`config.mk`:
```
export PLATFORM = sky130hd
export DESIGN_NAME = ram_port_arbiter
export DESIGN_NICKNAME = d
export VERILOG_FILES = /design/src/rtl/ram_port_arbiter.sv
export SDC_FILE = /design/constraint.sdc
export NUM_CORES = 1
export LEC_CHECK = 0
export CAP_MARGIN = 25
export CORE_UTILIZATION = 45
export CTS_CLUSTER_DIAMETER = 30
export DETAILED_ROUTE_END_ITERATION = 6
export HOLD_SLACK_MARGIN = 0.15
export MAX_ROUTING_LAYER = met4
export PLACE_DENSITY_LB_ADDON = 0.05
export RECOVER_POWER = 50
export SYNTH_ARGS = -nofsm -noshare
export SYNTH_HDL_FRONTEND = slang
export SYNTH_SLANG_ARGS = --single-unit
```
`constraint.sdc`:
```
create_clock -name clk -period 3.1 [get_ports clk]
set_input_delay 0.62 -clock clk [delete_from_list [all_inputs] [get_ports clk]]
set_output_delay 0.62 -clock clk [all_outputs]
set_load 0.02 [all_outputs]
```
`src/rtl/ram_port_arbiter.sv`:
```
// ram_port_arbiter: shares RAM port 2 between the CPU load/store path (A)
// and the loader/debug DMA engine (B).
//
// Build option RAM_ARB_ROUND_ROBIN_EN:
//   defined   - round-robin between A and B on contention (lastGrant based);
//               the B wait counter is compiled out.
//   undefined - fixed A-over-B priority; B overrides A after waiting 15 cycles.
//
// The granted request drives the RAM port combinationally; load data coming
// back from the RAM is registered into the owner's response register.

package base;
  typedef logic [31:0] cpu_word;
  typedef enum logic [2:0] {
    MEM_BYTE   = 3'd0,
    MEM_BYTE_U = 3'd1,
    MEM_HALF   = 3'd2,
    MEM_HALF_U = 3'd3,
    MEM_WORD   = 3'd4
  } mem_mode;
endpackage

module ram_port_arbiter
  import base::*;
#(
  parameter int ADDR_W = 32
) (
  input  logic              clk,
  input  logic              rst,

  input  logic              aValid,
  output logic              aReady,
  input  logic [ADDR_W-1:0] aAddress,
  input  mem_mode           aMode,
  input  logic              aIsStore,
  input  cpu_word           aWdata,
  output logic              aRspValid,
  output cpu_word           aRdata,

  input  logic              bValid,
  output logic              bReady,
  input  logic [ADDR_W-1:0] bAddress,
  input  mem_mode           bMode,
  input  logic              bIsStore,
  input  cpu_word           bWdata,
  output logic              bRspValid,
  output cpu_word           bRdata,

  output logic [ADDR_W-1:0] ramAddress,
  output mem_mode           ramMode,
  output logic              ramIsStore,
  output cpu_word           ramWdata,
  input  cpu_word           ramRdata
);

  logic              grant_a;
  logic              grant_b;
  logic              last_grant_b;
  logic [ADDR_W-1:0] hold_address;
  mem_mode           hold_mode;
  cpu_word           hold_wdata;

`ifndef RAM_ARB_ROUND_ROBIN_EN
  logic [3:0] b_wait;
`endif

  // Pick at most one requester per cycle; nothing is granted while in reset.
  always_comb begin
    grant_a = 1'b0;
    grant_b = 1'b0;
    if (!rst) begin
`ifdef RAM_ARB_ROUND_ROBIN_EN
      if (aValid && bValid) begin
        grant_a = last_grant_b;
        grant_b = !last_grant_b;
      end else begin
        grant_a = aValid;
        grant_b = bValid;
      end
`else
      if (bValid && (!aValid || b_wait == 4'd15)) begin
        grant_b = 1'b1;
      end else begin
        grant_a = aValid;
      end
`endif
    end
  end

  assign aReady = grant_a;
  assign bReady = grant_b;

  // RAM port mirrors the granted request; when idle, the last fields are held
  // so the address/data buses do not toggle needlessly.
  always_comb begin
    ramAddress = hold_address;
    ramMode    = hold_mode;
    ramWdata   = hold_wdata;
    ramIsStore = 1'b0;
    if (grant_a) begin
      ramAddress = aAddress;
      ramMode    = aMode;
      ramWdata   = aWdata;
      ramIsStore = aIsStore;
    end else if (grant_b) begin
      ramAddress = bAddress;
      ramMode    = bMode;
      ramWdata   = bWdata;
      ramIsStore = bIsStore;
    end
  end

  // Remember the fields of the most recent grant for the idle-hold above.
  always_ff @(posedge clk) begin
    if (rst) begin
      hold_address <= '0;
      hold_mode    <= mem_mode'(3'd0);
      hold_wdata   <= '0;
    end else if (grant_a) begin
      hold_address <= aAddress;
      hold_mode    <= aMode;
      hold_wdata   <= aWdata;
    end else if (grant_b) begin
      hold_address <= bAddress;
      hold_mode    <= bMode;
      hold_wdata   <= bWdata;
    end
  end

  // Capture load data at the end of the grant cycle; valid pulses one cycle.
  always_ff @(posedge clk) begin
    if (rst) begin
      aRspValid <= 1'b0;
      bRspValid <= 1'b0;
      aRdata    <= '0;
      bRdata    <= '0;
    end else begin
      aRspValid <= grant_a && !aIsStore;
      bRspValid <= grant_b && !bIsStore;
      if (grant_a && !aIsStore) aRdata <= ramRdata;
      if (grant_b && !bIsStore) bRdata <= ramRdata;
    end
  end

  // Track who was granted last; only steers selection in the round-robin build.
  always_ff @(posedge clk) begin
    if (rst) begin
      last_grant_b <= 1'b1;
    end else begin
      last_grant_b <= grant_b | (last_grant_b & ~grant_a);
    end
  end

`ifndef RAM_ARB_ROUND_ROBIN_EN
  // Count cycles B has been left waiting; saturates so the override sticks.
  always_ff @(posedge clk) begin
    if (rst || !bValid || grant_b) begin
      b_wait <= 4'd0;
    end else if (b_wait != 4'd15) begin
      b_wait <= b_wait + 4'd1;
    end
  end
`endif

endmodule

```
Fig. 1: met1 routing
Supply wires on this layer in gray.
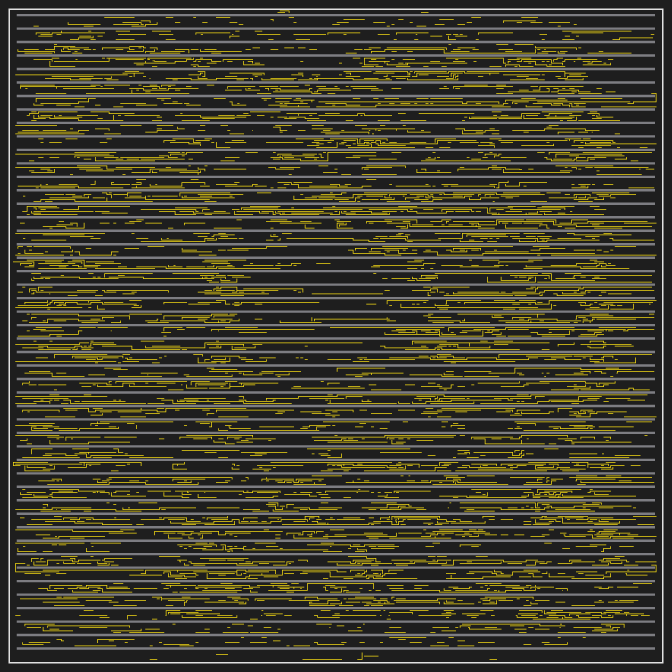
wire length on this layer: 11100 um
share of all routed wire: 42%
longest straight run: 33.1 um
main direction: horizontal
nets with wire on the layer: 1247
Routed Wire Length: 26600 um
global-route met1 utilization: 36.5%
total vias in the final route: 8374

Fig. 2: cells colored by class
Bar = 50 um. Fill, decap, tap and diode cells in gray.
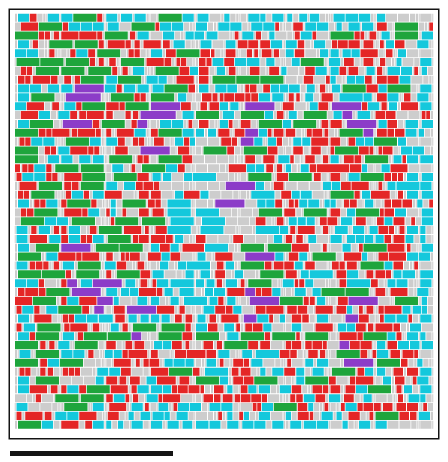
[other buffers and delay cells] cyan | cells: 476 | share of their area: 36%
[clock drivers and dummy loads] purple | cells: 32 | share of their area: 5.1%
[flops] green | cells: 137 | share of their area: 23%
[all other logic] red | cells: 587 | share of their area: 36%

==> run summary <==
Status of the implementation.

- The via count of the first global-routing pass is 8664, for reference.
- The setup slack of the critical path after layout is 0.0271 ns, for reference.
- The flow ran to the end, and the final reports show no timing, DRC or antenna violations.
- Total power for the finished layout comes to 5.35 mW.
- The TritonCTS sink count is 137, for reference.
- The first global-routing pass estimated 42600 um of wire.
- The number of enable flip-flop cells is 0, for reference.
- The total number of nets in the final design is 1392, for reference.
- The HPWL after detailed placement is 18400 um, for reference.
- The fraction of power consumed by the clock network is 39.7%, for reference.
- The average wire per cell in the routed design is 18.3 um, for reference.
- The logic depth of the worst path, buffers included is 7, for reference.
- The maximum clock skew at final layout is 0.0110 ns, for reference.
- The sequential logic power is 1.92 mW, for reference.
- The portion of synthesized area spent on multiplexers is 6.21%.
- The cell count after synthesis is 816, for reference.
- Entering global routing, the biggest net connects 48 pins.
- For this run, asynchronously set or reset flops after synthesis account for 0%.
- The synthesized area divided by synthesized cell count is 9.26 um^2, for reference.
- The placement summary gives the final routability congestion estimate as 0.851.
- The yosys synthesis warning count is 0, for reference.
- The final global-route overflow total is 0, for reference.
- The number of library cell types mapped by synthesis is 31, for reference.
- The floorplan core density is 45.9%, for reference.
- The final clock period utilization by the worst path is 99.1%, for reference.
- In the synthesized netlist, the dominant kind of combinational cell is AND-OR/OR-AND gates.
- The XOR/XNOR share of the synthesized area is 0.232%, for reference.
- The switching power share of the total is 29.3%, for reference.
- In this run, synthesis produced a sequential element count of 137.
- The largest area contributor in the netlist is sky130_fd_sc_hd__dfxtp_1, for reference.
- The max-capacitance violation count is 0, for reference.
- The switching power is 1.57 mW, for reference.
- The critical path data arrival time is 2.45 ns, for reference.
- Per the post-synthesis report, the nets total 989.
- The cell internal power dissipation is 3.78 mW, for reference.
- On the critical path the largest part of the delay comes from buffers and inverters.
- The sequential cell area fraction in the yosys report is 36.3%, for reference.
- In this run the tightest slew margin relative to its limit is 17.3%.
- The yosys stat cell total is 816, for reference.
- For this run, the total global-route usage over all layers was measured as 31.4%.
- The clock network power is 2.12 mW, for reference.
- After detailed placement, the design holds a cell count of 1420.
- The highest ir drop seen on vdd is 0.000405 V, for reference.
- The pre-antenna-repair detailed-routing pass consisted of 4 iterations.
- Once layout is complete, the utilization of the core stands at 75.4%.
- Setup repair after global routing could not meet its margin everywhere.
- The end-of-flow timing check tallies setup violations at 0.
- Among all stages on the critical path, the maximum delay recorded is 0.43 ns.
- Hold repair after CTS inserted 0 buffers.
- The horizontal die dimension reported for this design is 132 um.
- The placement-stage worst setup slack is -0.560 ns, for reference.
- Combinational power for this build is 1.31 mW.
- STA reports the tightest min-delay check as being of type reg2reg.
- The area share of and-or/or-and cells after synthesis is 31.5%, for reference.
- The clock-pin transition on the worst setup and hold timing paths is 0.06 ns, for reference.
- The total die size is 0.0173 mm^2, for reference.
- The cell row count is 47, for reference.
- The post-route minimum period is 3.07 ns, for reference.
- The biggest slice of the total power is consumed by clock.
- The number of cells upsized or downsized after cts is 157, for reference.
- After synthesis, the chip area reported by Yosys is 0.00756 mm^2.
- Static timing analysis puts the maximum clock frequency at 325 MHz.
- The combined area of all synthesized cells is 0.00756 mm^2, for reference.
- STA puts the critical path data required time at 2.48 ns.
- The max-slew violation count is 0, for reference.
- Per the detailed placement report, the placed cell area equals 0.0120 mm^2.
- Along the worst hold path, the cell count comes to 1.
- The worst setup path is launched from a register.
- In this run, the synthesized area fraction spent on and/or/nand/nor cells is recorded as 16.2%.
- The final antenna-violating net count is 0, for reference.
- At the pin with the least slew margin, the transition time is 1.24 ns.
- The first routing iteration left 418 violations.
- For reference, the critical path cell chain is ha_2 -> and4_4 -> nor3b_4 -> buf_12 -> buf_4 -> a2111oi_0 -> clkdlybuf4s15_2.
- Logic depth along the worst register-to-register path is recorded as 5.
- The die span in y is 132 um, for reference.
- TritonCTS built the clock tree.
- The cell type of the slowest stage on the worst timing path is sky130_fd_sc_hd__a2111oi_0, for reference.
- The routed design shows a via density per instance of 5.76.
- The post-route standard cell area excluding fillers is 0.0124 mm^2, for reference.
- The routed layout reports a DRC error count of 0.
- In this run the clock root is driven by a sky130_fd_sc_hd__clkbuf_16.
- The later pin in the worst-skew pair is clocked with a latency of 0.43 ns.
- The maximum clock insertion buffer count is 2, for reference.
- Per the timing report, the biggest fanout along the worst path comes to 21.
- During I/O placement, the number of pins put on the boundary was 308.
- After synthesis, the largest area contributor takes up 36.3% of total cell area.
- The H-tree was split into 4 levels.
- For this design the static power due to leakage is 5.15 nW.
- The final setup TNS is 0 ns, for reference.
- The number of antenna violations at the first check in global routing is 2, for reference.
- Sorting the synthesized cells by area gives the leading types as sky130_fd_sc_hd__dfxtp_1 36%, sky130_fd_sc_hd__a2111oi_0 10%, sky130_fd_sc_hd__a2111oi_2 8.7%, sky130_fd_sc_hd__nor2b_1 8.3%, sky130_fd_sc_hd__o32ai_1 7.8%.
- Total power normalized to cell area comes to 431 mW/mm^2.
- The final-layout worst hold slack is 0.453 ns, for reference.
- The stage logs contain a warning count of 28.
- Among all flip-flop cells after synthesis, the most frequent one is sky130_fd_sc_hd__dfxtp_1.
- Per the final timing report, the hold violations number 0.
- The combinational share of power is 24.4%, for reference.
- STA classifies the critical path endpoint as an output pin.
- The share of post-route cells with drive strength above 1 is 26.7%, for reference.
- The power report attributes to the sequential group a share of 35.9%.
- TritonCTS created 17 clock buffers.
- The area growth from synthesis to layout is 64.3%.
- The synthesis stats list as the most numerous cell sky130_fd_sc_hd__dfxtp_1.
- The count of buffers added on input and output ports is 307.
- The number of setup buffers added after CTS is 0.
- The critical path is of the reg2out type.
- Summing the areas of all fa, ha and maj instances in the mapped netlist gives 0.166% of the synthesized area.
- Sorting the synthesized cells by how often they occur yields 137 x sky130_fd_sc_hd__dfxtp_1, 100 x sky130_fd_sc_hd__nor2b_1, 88 x sky130_fd_sc_hd__a2111oi_0.
- Together, buffers and inverters on the worst path number 3.
Fig. 3: placed standard cells
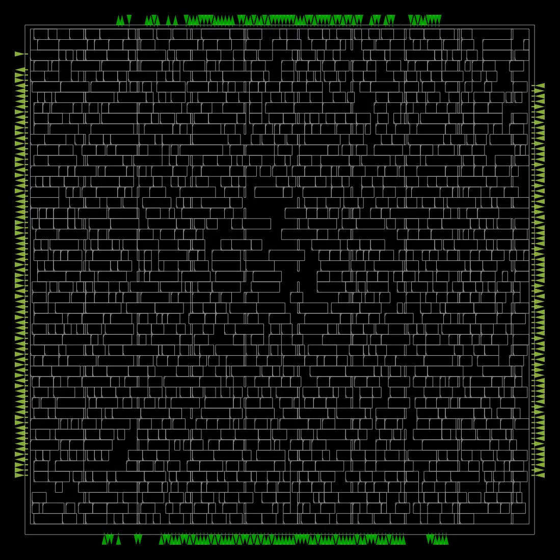
number of tap instances: 220
area inside the core boundary: 0.0165 mm^2
register fraction of the total cell area: 22.1%
non-filler cells, final: 1454
total number of sequential cells: 137

-- flip-flops by register name, indices dropped and copies added, names as in the netlist --
signal        count
bRspValid         1
bRdata           32
aRdata           32
hold_mode         3
hold_wdata       32
aRspValid         1
hold_address     32
b_wait            4
-- worst paths after layout --
path                                 from       endpoint  slack [ns]
worst max-delay path            b_wait[0]  ramAddress[1]        0.03
worst min register to register  b_wait[0]      b_wait[0]        0.45
worst max register to register  b_wait[0]  hold_wdata[3]        0.30
worst min-delay path            b_wait[0]      b_wait[0]        0.45
-- layout by cell type (no fill, tap or decap), drive strengths merged --
cell type,n
clkinv,3
buf,178
xor2,1
clkdlybuf4s15,13
nor3,68
o21ai,32
mux2,32
or2,1
dlygate4sd1,1
nand4,1
inv,78
a211o,1
a22o,1
dfxtp,137
dlymetal6s2s,2
clkbuf,50
and2,1
diode,2
o32ai,67
and4,1
bufinv,2
dlygate4sd3,58
nand4b,1
nor2,4
a2111oi,134
xnor2,1
ha,1
clkdlybuf4s50,176
nand3,34
nor3b,1
nor2b,100
dlygate4sd2,16
nand2b,3
a21oi,33
-- logic make-up after synthesis --
family,after synthesis
xor gates and xnor gates,2
AOI/OAI and AO/OA,268
DFF,137
adders and majority gates,1
muxes,32
buffers and inverters,161
and+or+nand+nor,215
-- metal layers --
metal | routed length (um) | GRT usage (%) | share of wire (%)
met1 | 11100 | 36.5 | 42
met2 | 12700 | 50.1 | 48
met3 | 1930 | 8.91 | 7.2
met4 | 835 | 14.1 | 3.1
met5 | 0 | - | 0
-- layout make-up --
type	instances	area [um^2]
antenna	2	5.00
inverter	69	259
timing repair buffer	476	4390
clock inverter	14	175
fill	1258	4050
multi-input combinational	518	4130
sequential	137	2740
tap	220	275
clock buffer	18	439
Power figures rest on the tool's default switching activity, not on a simulated workload.
